## src/rtl/c499_lock_pkg.sv

```systemverilog
// c499_lock_pkg: shared widths, FSM states and c499 N-number to bit-position helpers
package c499_lock_pkg;
  localparam int KEY_W = 10;
  localparam int IN_W = 41;
  localparam int OUT_W = 32;
  typedef enum logic [1:0] {ST_IDLE, ST_COMMIT, ST_SETTLE, ST_RESP} state_e;
  function automatic int in_pos(input int n);
    return (n <= 129) ? (n - 1) / 4 : n - 97;
  endfunction
  function automatic int out_pos(input int n);
    return n - 724;
  endfunction
  function automatic logic in_bit(input logic [IN_W-1:0] v, input int n);
    return v[in_pos(n)];
  endfunction
  function automatic logic out_bit(input logic [OUT_W-1:0] v, input int n);
    return v[out_pos(n)];
  endfunction
endpackage

```

## src/rtl/c499_key_shift.sv

```systemverilog
// c499_key_shift: serial key shadow register with saturating bit count
module c499_key_shift import c499_lock_pkg::*; (
  input  logic             clk,
  input  logic             rst,
  input  logic             sen_i,
  input  logic             sin_i,
  input  logic             clr_i,
  output logic [KEY_W-1:0] shadow_o,
  output logic             full_o
);
  localparam int CW = $clog2(KEY_W + 1);
  logic [KEY_W-1:0] shadow_q, shadow_d;
  logic [CW-1:0] cnt_q, cnt_d;
  assign shadow_o = shadow_q;
  assign full_o = cnt_q == CW'(KEY_W);
  // shift LSB-first; a clear still counts a bit shifted in the same cycle
  always_comb begin
    shadow_d = sen_i ? {sin_i, shadow_q[KEY_W-1:1]} : shadow_q;
    cnt_d = clr_i ? CW'(sen_i) : (sen_i && !full_o) ? cnt_q + CW'(1) : cnt_q;
  end
  // shadow and count registers
  always_ff @(posedge clk) begin
    if (rst) begin
      shadow_q <= '0;
      cnt_q <= '0;
    end else begin
      shadow_q <= shadow_d;
      cnt_q <= cnt_d;
    end
  end
endmodule

```

## src/rtl/c499_lock_seq_ctrl.sv

```systemverilog
// c499_lock_seq_ctrl: key-commit and vector sequencer in front of the combinational c499 core
module c499_lock_seq_ctrl import c499_lock_pkg::*; #(
  parameter int               SETTLE  = 2,
  parameter logic [KEY_W-1:0] KEY_RST = '0
) (
  input  logic             clk,
  input  logic             rst,
  input  logic             key_sin,
  input  logic             key_sen,
  input  logic             key_commit,
  output logic             key_full,
  output logic             key_err,
  input  logic             in_valid,
  output logic             in_ready,
  input  logic [IN_W-1:0]  in_data,
  output logic             out_valid,
  input  logic             out_ready,
  output logic [OUT_W-1:0] out_data,
  output logic [IN_W-1:0]  core_in,
  output logic [KEY_W-1:0] core_key,
  input  logic [OUT_W-1:0] core_out,
  output logic             busy
);
  localparam int CW = $clog2(SETTLE + 1);
  state_e state_q, state_d;
  logic [CW-1:0] cnt_q, cnt_d;
  logic [IN_W-1:0] core_in_q, core_in_d;
  logic [KEY_W-1:0] core_key_q, core_key_d, shadow;
  logic [OUT_W-1:0] out_data_q, out_data_d;
  logic out_valid_q, out_valid_d, pend_q, pend_d, key_err_q, key_err_d, clr;
  c499_key_shift u_shift (
    .clk(clk), .rst(rst), .sen_i(key_sen), .sin_i(key_sin), .clr_i(clr),
    .shadow_o(shadow), .full_o(key_full)
  );
  assign in_ready = state_q == ST_IDLE && !pend_q && !rst;
  assign busy = state_q != ST_IDLE;
  assign core_in = core_in_q;
  assign core_key = core_key_q;
  assign out_data = out_data_q;
  assign out_valid = out_valid_q;
  assign key_err = key_err_q;
  // pending commits take priority in IDLE so the key only moves between vectors
  always_comb begin
    state_d = state_q;
    cnt_d = cnt_q;
    core_in_d = core_in_q;
    core_key_d = core_key_q;
    out_data_d = out_data_q;
    out_valid_d = out_valid_q;
    pend_d = pend_q | (key_commit & key_full);
    key_err_d = key_commit & ~key_full;
    clr = 1'b0;
    case (state_q)
      ST_IDLE: begin
        if (pend_q) state_d = ST_COMMIT;
        else if (in_valid) begin
          core_in_d = in_data;
          cnt_d = CW'(SETTLE - 1);
          state_d = ST_SETTLE;
        end
      end
      ST_COMMIT: begin
        core_key_d = shadow;
        clr = 1'b1;
        pend_d = 1'b0;
        state_d = ST_IDLE;
      end
      ST_SETTLE: begin
        if (cnt_q == '0) begin
          out_data_d = core_out;
          out_valid_d = 1'b1;
          state_d = ST_RESP;
        end else cnt_d = cnt_q - CW'(1);
      end
      ST_RESP: begin
        if (out_ready) begin
          out_valid_d = 1'b0;
          state_d = ST_IDLE;
        end
      end
      default: state_d = ST_IDLE;
    endcase
  end
  // state and datapath registers
  always_ff @(posedge clk) begin
    if (rst) begin
      state_q <= ST_IDLE;
      cnt_q <= '0;
      core_in_q <= '0;
      core_key_q <= KEY_RST;
      out_data_q <= '0;
      out_valid_q <= 1'b0;
      pend_q <= 1'b0;
      key_err_q <= 1'b0;
    end else begin
      state_q <= state_d;
      cnt_q <= cnt_d;
      core_in_q <= core_in_d;
      core_key_q <= core_key_d;
      out_data_q <= out_data_d;
      out_valid_q <= out_valid_d;
      pend_q <= pend_d;
      key_err_q <= key_err_d;
    end
  end
endmodule
```

## config.mk

```make
export PLATFORM = sky130hd
export DESIGN_NAME = c499_lock_seq_ctrl
export DESIGN_NICKNAME = d
export VERILOG_FILES = /design/src/rtl/c499_lock_pkg.sv /design/src/rtl/c499_key_shift.sv /design/src/rtl/c499_lock_seq_ctrl.sv
export SDC_FILE = /design/constraint.sdc
export NUM_CORES = 1
export LEC_CHECK = 0
export CAP_MARGIN = 20
export CORE_AREA = 2 2 104 106
export CTS_CLUSTER_DIAMETER = 30
export CTS_CLUSTER_SIZE = 24
export DETAILED_ROUTE_END_ITERATION = 7
export DIE_AREA = 0 0 106 108
export GPL_TIMING_DRIVEN = 0
export PLACE_DENSITY = 0.74
export SYNTH_ARGS = -nofsm -noshare
export SYNTH_HDL_FRONTEND = slang
export SYNTH_SLANG_ARGS = --single-unit
```

## constraint.sdc

```tcl
create_clock -name clk -period 1.46 [get_ports clk]
set_clock_uncertainty 0.15 [all_clocks]
set_input_delay 0.292 -clock clk [delete_from_list [all_inputs] [get_ports clk]]
set_output_delay 0.292 -clock clk [all_outputs]
set_load 0.05 [all_outputs]
```

==> run_1/io_fan.png <==
(4 px per um)
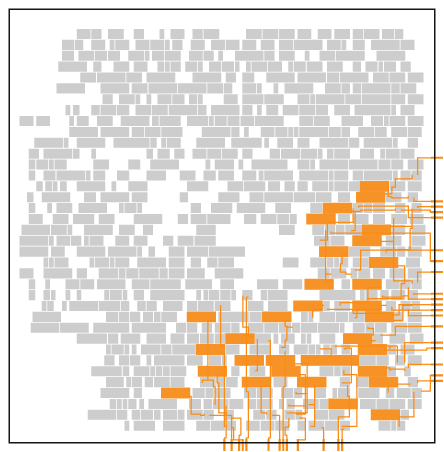
| port | colour | bits | direction | edge | end cells | buffers | wire |
|---|---|---|---|---|---|---|---|
| `out_data` | orange | 32 | output | 19 right, 13 bottom | 32 | 32 | 861 um |
count of boundary I/O pins: 168
port bufs: 166

==> run_1/metal_density.png <==
(3 px per um) 21 x 22 tiles, from dark blue (low) to red (high), scaled to the fullest tile. Values are wire area over tile area, all layers added.
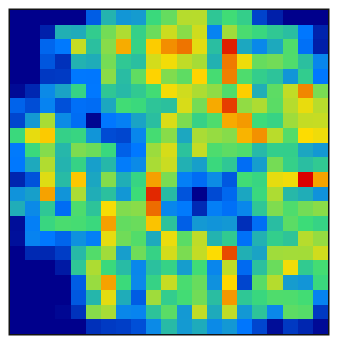
mean over tiles: 0.18
densest ninth of the die: top centre
tiles over half the peak: 38%
fullest tile: 0.44
nearly empty tiles: 8.4%

==> run_1/placement.png <==
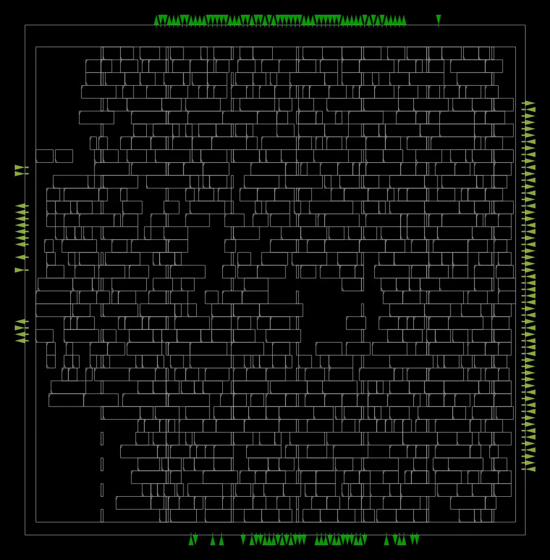
area of the core region: 0.0102 mm2
number of tap cells inserted: 136
fraction of area in registers: 28.8%
number of cell rows: 37

==> summary.txt, run 1 <==
The synthesis and PnR run went through. The run finished, with violations left. The final reports fail on setup timing. Per the repair_timing log after CTS, setup buffers inserted total 26.

Power density over cell area landed at 1080 mW/mm2. Summing all multiplexer cells gives an area fraction of between 2 and 3%. The launch point of the worst min-delay path is recorded as key_sen. Measured slew at the worst slew-check pin landed at roughly 700 ps. The skew report gives the latency at the later pin of the worst-skew pair as around 360 ps. Share of total power consumed by net switching landed at a little over a third. The report gives the cell count of the worst hold path as 3. Count of endpoints failing hold in the final timing report landed at 0. Across all setup checks in the final design, the least slack found is -340 ps.

Power attributed to combinational cells landed at between 2 and 3 mW. CTS buffer count landed at 9. STA classifies the critical path endpoint as a primary output. Area fraction in and, or, nand and nor cells after synthesis landed at around 22%.

Summed over its instances, the top area cell type makes up approximately 55% of the synthesized netlist area. Per the final report, the share of cell area in clock cells is between 2 and 3%. From left edge to right edge, the die measures approximately 110 um.

Per-instance average area after synthesis landed at 8.31 um2. Worst path required time landed at about 1000 ps. Area of the mapped netlist landed at around 0.0038 mm2. TritonCTS built the clock tree. Number of clock buffer instances in the layout landed at 10. Once synthesis finished, the tally of register bits stood at 104.

Average wire per cell in the routed design landed at 16.4 um. Worst reg2reg path depth landed at 6. Area used by sequential logic in the layout landed at between 0.002 and 0.0025 mm2. The cell-mix breakdown from Yosys lists the compound-gate area share as 13.7%.

The timing report gives the worst reg2reg path a setup slack of -340 ps. Routed signal wires occupy layers up through met4. Per-cell via count in the routed design landed at 4.86. Per the CTS log, the maximum H-tree level is 3. The first routing iteration left ~100 violations.

Flip-flop count of the largest register after layout landed at between 40 and 50. Setup repair after global routing could not meet its margin everywhere. Unique cell type count in the Yosys netlist landed at 30. The data arrival time reported for the critical path is about 1400 ps. Note, the detailed placer reported a final HPWL of between 7000 and 8000 um. End-of-flow core utilization landed at a little under three quarters. Yosys mapped a number of flops with a built-in enable equal to 0. The internal power of the cells totals between 5 and 6 mW. Buffer count excluding the clock tree in the final layout landed at roughly 240. The via count of the first global-routing pass was between 3000 and 4000. The first global-routing pass estimated 19200 um of wire.

The CTS log lists the clock sinks for this run as about 100. Summing all placed instances gives a cell area of roughly 0.0057 mm2. Of the synthesized area, sequential elements account for 54.7%. Total iterations of the first detailed-routing run landed at 4. Across all checked pins, the minimum headroom to the slew limit is a little over half. Met1 track demand over resource in global routing landed at between 20% and 30%. Per the OpenROAD power report, switching power amounts to about 2.9 mW.

In this run the worst setup path begins at state_q[0]. The cell family contributing the most delay on the critical path is simple AND/OR/NAND/NOR gates. Wire length on met1 landed at 5590 um. In this run the worst setup path terminates at in_ready. In this run, power in flip-flops and latches comes to around 3.2 mW. STA on the placed design reports a worst setup slack of -1090 ps. The worst setup path is of the flip-flop to primary output kind.

The capture point of the worst register-to-register path is recorded as core_in[36]. Final setup violation count landed at just under 90. In the final design database the tool counted approximately 760 nets. The longest clock path from root to sink contains 2 buffers. The most frequently used library cell after synthesis is nand2_1.

Looking at the critical path, the single cell with the biggest stage delay is dfxtp_2. The run reported a max-capacitance violation count of 0. The biggest slice of the area belongs to combinational gates.

The final layout contains routed wiring with a total length of ~13000 um. Hold timing on the final database bottoms out at a slack of between 100 and 150 ps. Of all the cell area in the finished design, non-clock buffers hold about a third. The final max-slew violation count recorded for this run is 0.

The fraction of cell area in multi-input combinational cells is reported as between 30 and 40%. Count of inserted antenna diode cells landed at 0. The final report gives the standard cell area, fillers excluded, as approximately 0.0073 mm2. The number of antenna violations at the first check in global routing is 0.
==> run_1/flops_by_reg.png <==
(6 px per um)
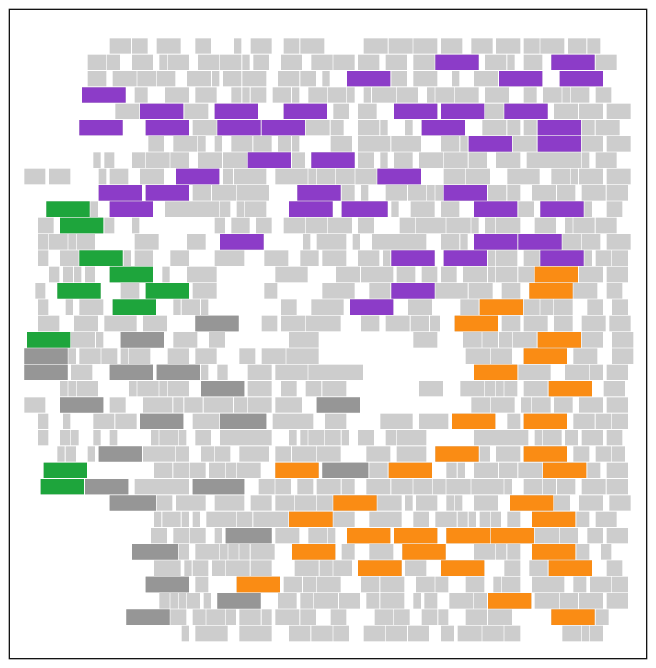

--- run 2 (diff from run 1) ---
CELL_PAD_IN_SITES_DETAIL_PLACEMENT = 0   (was unset)
CELL_PAD_IN_SITES_GLOBAL_PLACEMENT = 1   (was unset)
CORE_AREA = 2 2 122 124   (was 2 2 104 106)
DIE_AREA = 0 0 124 126   (was 0 0 106 108)
PLACE_DENSITY = 0.75   (was 0.74)
==> run_2/flops_by_reg.png <==
(4 px per um)
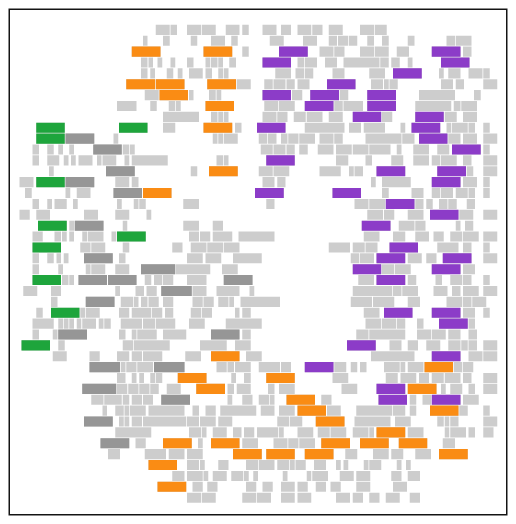
| signal | colour | flops |
|---|---|---|
| `core_in` | purple | 41 |
| `core_key` | green | 10 |
| `out_data` | orange | 32 |
not coloured: 21
fraction of the core area covered by cells at the end of the flow: 49.8%
fraction of area in registers: 29.4%
total area of sequential cells: 0.00209 mm2
sequential power: 3.20 mW

==> summary.txt, run 2 <==
The synthesis and PnR run went through. Post-CTS setup repair buffer count landed at 22 (was 26). The internal power contribution was 5.84 mW (was 5.02 mW). Final setup violation count landed at 79 (was 89). The category of cells accounting for the largest share of critical-path delay is flip-flops (was simple AND/OR/NAND/NOR gates). RSZ-0062 raised after global routing: true (unchanged). The number of well-tap cells placed is 184 (was 136).

The highest metal layer with signal wires was met4 (unchanged). The switching power summed over all nets was 2.79 mW (was 2.85 mW). The final instance area is 0.00713 mm2 (was 0.00727 mm2). CTS buffer count landed at 9 (unchanged). The count of synthesis-stage warnings from yosys came to 0 (unchanged). The tally of buffers added on design ports was 166 (unchanged). Worst path required time landed at 1020 ps (about the same). The dominant kind of cell by area is combinational gates (unchanged). Buffer count excluding the clock tree in the final layout landed at 235 (was 241).

Post-synthesis cell count landed at 458 (unchanged). The endpoint arrival time on the critical path came to 1360 ps (about the same). Total count of max-transition violations in the final report landed at 0 (unchanged). The number of H-tree branching levels is 3 (unchanged). Count of inserted antenna diode cells landed at 0 (unchanged). The clock tree from TritonCTS is yes (unchanged). The first-pass GRT wire length was 18800 um (was 19200 um).

The number of placement rows came to 44 (was 37). The total iterations of the first detailed-routing run is 4 (unchanged). Synthesized-area fraction occupied by ao, oa, aoi and oai cells landed at 13.7% (unchanged). The via count of the first global-routing pass is 3776 (was 3881). The critical path's slowest cell is dfxtp_4 (was dfxtp_2). The most frequently used flop master after synthesis was dfxtp_1 (unchanged).

The setup slack after placement came to -1100 ps (was -1090 ps). Area inside the core boundary landed at 0.0143 mm2 (was 0.0102 mm2). Share of layout cells above drive strength 1 landed at 51.6% (was 55.5%).

Aggregate routed wire length landed at 13000 um (was 13400 um). The layout buffering overhead excluding clock cells was 29.8% (was 32.3%). Per-instance average area after synthesis landed at 8.31 um2 (unchanged). The share of the final layout cell area in multi-input gates is 32.5% (was 33.7%). The critical register-to-register path endpoint was core_in[12] (was core_in[36]). Wire length on met1 landed at 5480 um (was 5590 um). Violations in the final reports: setup timing (unchanged). Measured slew at the worst slew-check pin landed at 712 ps (was 702 ps). Area of the mapped netlist landed at 0.00380 mm2 (unchanged). The multiplexer share of the synthesized area came to 2.63% (unchanged). The source of the critical timing path is state_q[1] (was state_q[0]). Area fraction in and, or, nand and nor cells after synthesis landed at 21.9% (unchanged).

Worst slack on hold paths landed at 175 ps (was 137 ps). Worst slew margin relative to its limit landed at 52.5% (was 53.2%). The share of the synthesized area in the top cell type was 54.7% (unchanged). Synthesized chip area reported by yosys landed at 0.00380 mm2 (unchanged).

The final setup slack of the worst path is -344 ps (was -340 ps). Total number of nets in the final design landed at 754 (was 761). Status: complete, but fails checks (unchanged). The start point of the worst hold path is key_sen (unchanged). Number of storage elements in the synthesis netlist landed at 104 (unchanged). Number of primary I/O pins landed at 168 (unchanged). The area of the die is 0.0156 mm2 (was 0.0114 mm2). Sequential-to-total area share from yosys stat landed at 54.7% (unchanged). Worst hold path depth landed at 3 (unchanged). The worst setup path endpoint is in_ready (unchanged). Number of clock buffer instances in the layout landed at 12 (was 10).

The placement-stage cell area is 0.00573 mm2 (was 0.00567 mm2). The inverter tally of the final layout excluding the clock network came to 6 (unchanged). Slack of the worst reg-to-reg path landed at -310 ps (was -340 ps).

Number of enable-type register cells in the synthesized netlist landed at 0 (unchanged). Unique cell type count in the Yosys netlist landed at 30 (unchanged). The kind of critical path is flip-flop to primary output (unchanged). Max-cap check violation count landed at 0 (unchanged). The count of endpoints failing hold in the final timing report came to 0 (unchanged). Violation count after the first detailed-routing iteration landed at 167 (was 102). The average wire per cell in the routed design was 15.1 um (was 16.4 um). The clock latency reported for the late side of the worst-skew pair was 360 ps (about the same). The share of total power consumed by net switching is 32.4% (was 36.2%). Number of clock sinks landed at 104 (unchanged). Die boundary width landed at 124 um (was 106 um).

The clock-cell share of area is 4.78% (was 2.56%). Filler cell count landed at 1331 (was 741). The worst flop-to-flop path startpoint is state_q[0] (unchanged). Combinational gate count landed at 315 (was 316). The power attributed to combinational cells is 2.73 mW (was 2.93 mW).

Clock tree buffer depth landed at 2 (unchanged). The number of antenna violations at the first check in global routing was 0 (unchanged). The most frequent cell after synthesis is nand2_1 (unchanged). The endpoint class of the critical path is a primary output (unchanged). Power density over cell area landed at 1210 mW/mm2 (was 1080 mW/mm2).
==> run_2/io_fan.png <==
(4 px per um)
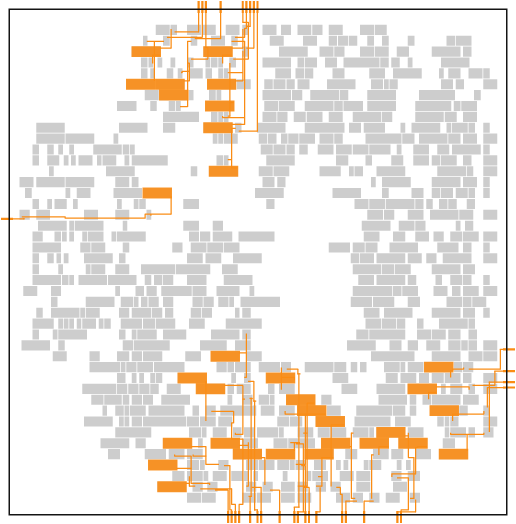
| port | colour | bits | direction | edge | end cells | buffers | wire |
|---|---|---|---|---|---|---|---|
| `out_data` | orange | 32 | output | 18 bottom, 9 top, 4 right, 1 left | 32 | 32 | 961 um |

--- run 3 (diff from run 2) ---
SLEW_MARGIN = 20   (was unset)
==> run_3/placement.png <==
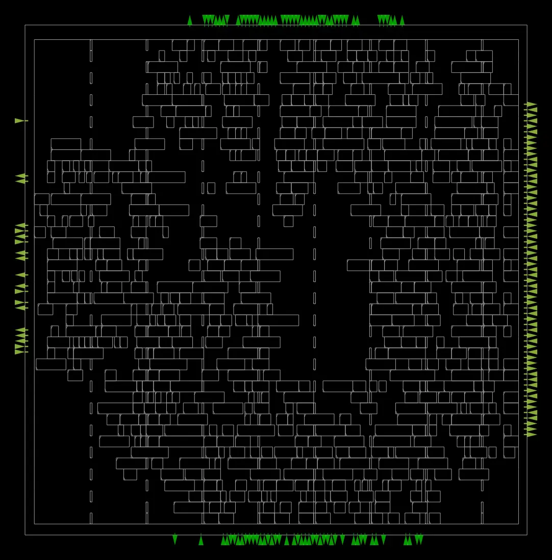
count of fill cells added during filler insertion: 1331
Seq cells: 104
area of the core region: 0.0143 mm2
number of tap cells inserted: 184

==> run_3/metal_density.png <==
(3 px per um) 25 x 25 tiles, from dark blue (low) to red (high), scaled to the fullest tile. Values are wire area over tile area, all layers added.
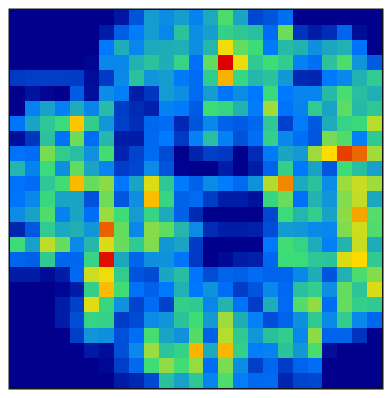
fullest tile: 0.46
mean over tiles: 0.13
tiles over half the peak: 15%
nearly empty tiles: 16%
densest ninth of the die: middle right

==> summary.txt, run 3 <==
The synthesis and PnR run went through. The die boundary width was 124 um (unchanged). The overall power after layout came to 8.63 mW (unchanged). Number of antenna violations at the first check in global routing landed at 0 (unchanged). Setup slack after placement landed at -1100 ps (unchanged). Endpoint arrival time on the critical path landed at 1360 ps (about the same). Area used by sequential logic in the layout landed at 0.00209 mm2 (unchanged). The number of clock sinks was 104 (unchanged). Inverter tally of the final layout excluding the clock network landed at 6 (unchanged). RSZ-0062 raised after global routing: true (unchanged). End-of-flow core utilization landed at 49.8% (unchanged). Via count of the first global-routing pass landed at 3776 (unchanged). The slack of the worst reg-to-reg path came to -310 ps (about the same). Number of H-tree branching levels landed at 3 (unchanged). The start point of the worst hold path is key_sen (unchanged). The tally of buffers added on design ports is 166 (unchanged). The category of cells accounting for the largest share of critical-path delay is flip-flops (unchanged). The post-synthesis cell count is 458 (unchanged). The final instance area came to 0.00713 mm2 (unchanged). Unique cell type count in the Yosys netlist landed at 30 (unchanged). The total number of nets in the final design came to 754 (unchanged). The number of primary I/O pins was 168 (unchanged). The flip-flop count of the largest register after layout came to 41 (unchanged). The critical register-to-register path endpoint was core_in[12] (unchanged). Share of total power consumed by net switching landed at 32.4% (unchanged). The number of warning messages in the logs was 30 (unchanged). Share of layout cells above drive strength 1 landed at 51.6% (unchanged). The dominant kind of cell by area is combinational gates (unchanged).

The critical path's slowest cell is dfxtp_4 (unchanged). Final setup violation count landed at 79 (unchanged). The count of inserted antenna diode cells came to 0 (unchanged). Internal power contribution landed at 5.84 mW (unchanged). Clock network fraction of total power landed at 31.3% (about the same).

The synthesized-area fraction occupied by ao, oa, aoi and oai cells was 13.7% (unchanged). Wire length on met1 landed at 5480 um (unchanged). Number of storage elements in the synthesis netlist landed at 104 (unchanged). Count of endpoints failing hold in the final timing report landed at 0 (unchanged). The sequential power is 3.20 mW (about the same). The met1 track demand over resource in global routing is 18.6% (unchanged). The area of the die is 0.0156 mm2 (unchanged). The heaviest power group was sequential cells (unchanged). The worst hold path depth came to 3 (unchanged).

The worst slew margin relative to its limit came to 52.5% (unchanged). The placement-stage cell area was 0.00573 mm2 (unchanged). The most frequent cell after synthesis was nand2_1 (unchanged). The sequential-to-total area share from yosys stat was 54.7% (unchanged).

Most frequently placed logic cells in the final layout: 99 x dfxtp_1, 78 x clkdlybuf4s50_1, 74 x nand2_1, 61 x a21oi_2 (unchanged). The endpoint class of the critical path is a primary output (unchanged). The most frequently used flop master after synthesis was dfxtp_1 (unchanged). The share of the final layout cell area in multi-input gates is 32.5% (unchanged).

The combinational family with the most area after synthesis is simple AND/OR/NAND/NOR gates (unchanged). Number of clock buffer instances in the layout landed at 12 (unchanged). Average wire per cell in the routed design landed at 15.1 um (unchanged).

The power density over cell area came to 1210 mW/mm2 (unchanged). Count of synthesis-stage warnings from yosys landed at 0 (unchanged). The kind of critical path is flip-flop to primary output (unchanged).

The clock-cell share of area is 4.78% (unchanged). The measured slew at the worst slew-check pin was 712 ps (unchanged). Total count of max-transition violations in the final report landed at 0 (unchanged). The aggregate routed wire length is 13000 um (unchanged). Number of placement rows landed at 44 (unchanged). CTS buffer count landed at 9 (unchanged). The worst slack on hold paths is 175 ps (unchanged). The synthesized chip area reported by yosys came to 0.00380 mm2 (unchanged). The path category of the worst min-delay check is primary input to flip-flop (unchanged). Post-layout minimum cycle time landed at 1800 ps (unchanged). The total half-perimeter wirelength after legalization and detailed placement was 8250 um (unchanged).

The critical path startpoint category was a flip-flop (unchanged). The area fraction in and, or, nand and nor cells after synthesis is 21.9% (unchanged). The worst flop-to-flop path startpoint is state_q[0] (unchanged). Clock latency reported for the late side of the worst-skew pair landed at 360 ps (about the same).

Area of the mapped netlist landed at 0.00380 mm2 (unchanged). The number of cells on the critical path came to 4 (unchanged). The first-pass GRT wire length is 18800 um (unchanged).

Multiplexer share of the synthesized area landed at 2.63% (unchanged). The buffer count excluding the clock tree in the final layout was 235 (unchanged). Status: complete, but fails checks (unchanged). Worst reg2reg path depth landed at 6 (unchanged). Placed cell count landed at 808 (unchanged). The highest metal layer with signal wires was met4 (unchanged). The post-synth net total was 541 (unchanged). Switching power summed over all nets landed at 2.79 mW (unchanged). Max-cap check violation count landed at 0 (unchanged). The worst setup path endpoint is in_ready (unchanged). The worst path required time is 1020 ps (about the same).

Layout buffering overhead excluding clock cells landed at 29.8% (unchanged). Number of enable-type register cells in the synthesized netlist landed at 0 (unchanged). Sequential fraction of total cell area landed at 29.4% (unchanged).

Per-instance average area after synthesis landed at 8.31 um2 (unchanged). Per-cell via count in the routed design landed at 4.55 (unchanged). The power attributed to combinational cells is 2.73 mW (about the same). Post-CTS setup repair buffer count landed at 22 (unchanged). Share of the synthesized area in the top cell type landed at 54.7% (unchanged). Total iterations of the first detailed-routing run landed at 4 (unchanged).

The source of the critical timing path is state_q[1] (unchanged). Violations in the final reports: setup timing (unchanged). The clock tree from TritonCTS was yes (unchanged). Final setup slack of the worst path landed at -344 ps (unchanged). The combinational gate count came to 315 (unchanged). The violation count after the first detailed-routing iteration was 167 (unchanged). Clock tree buffer depth landed at 2 (unchanged).
No activity file was given, so power comes from the tool's default toggle rates.
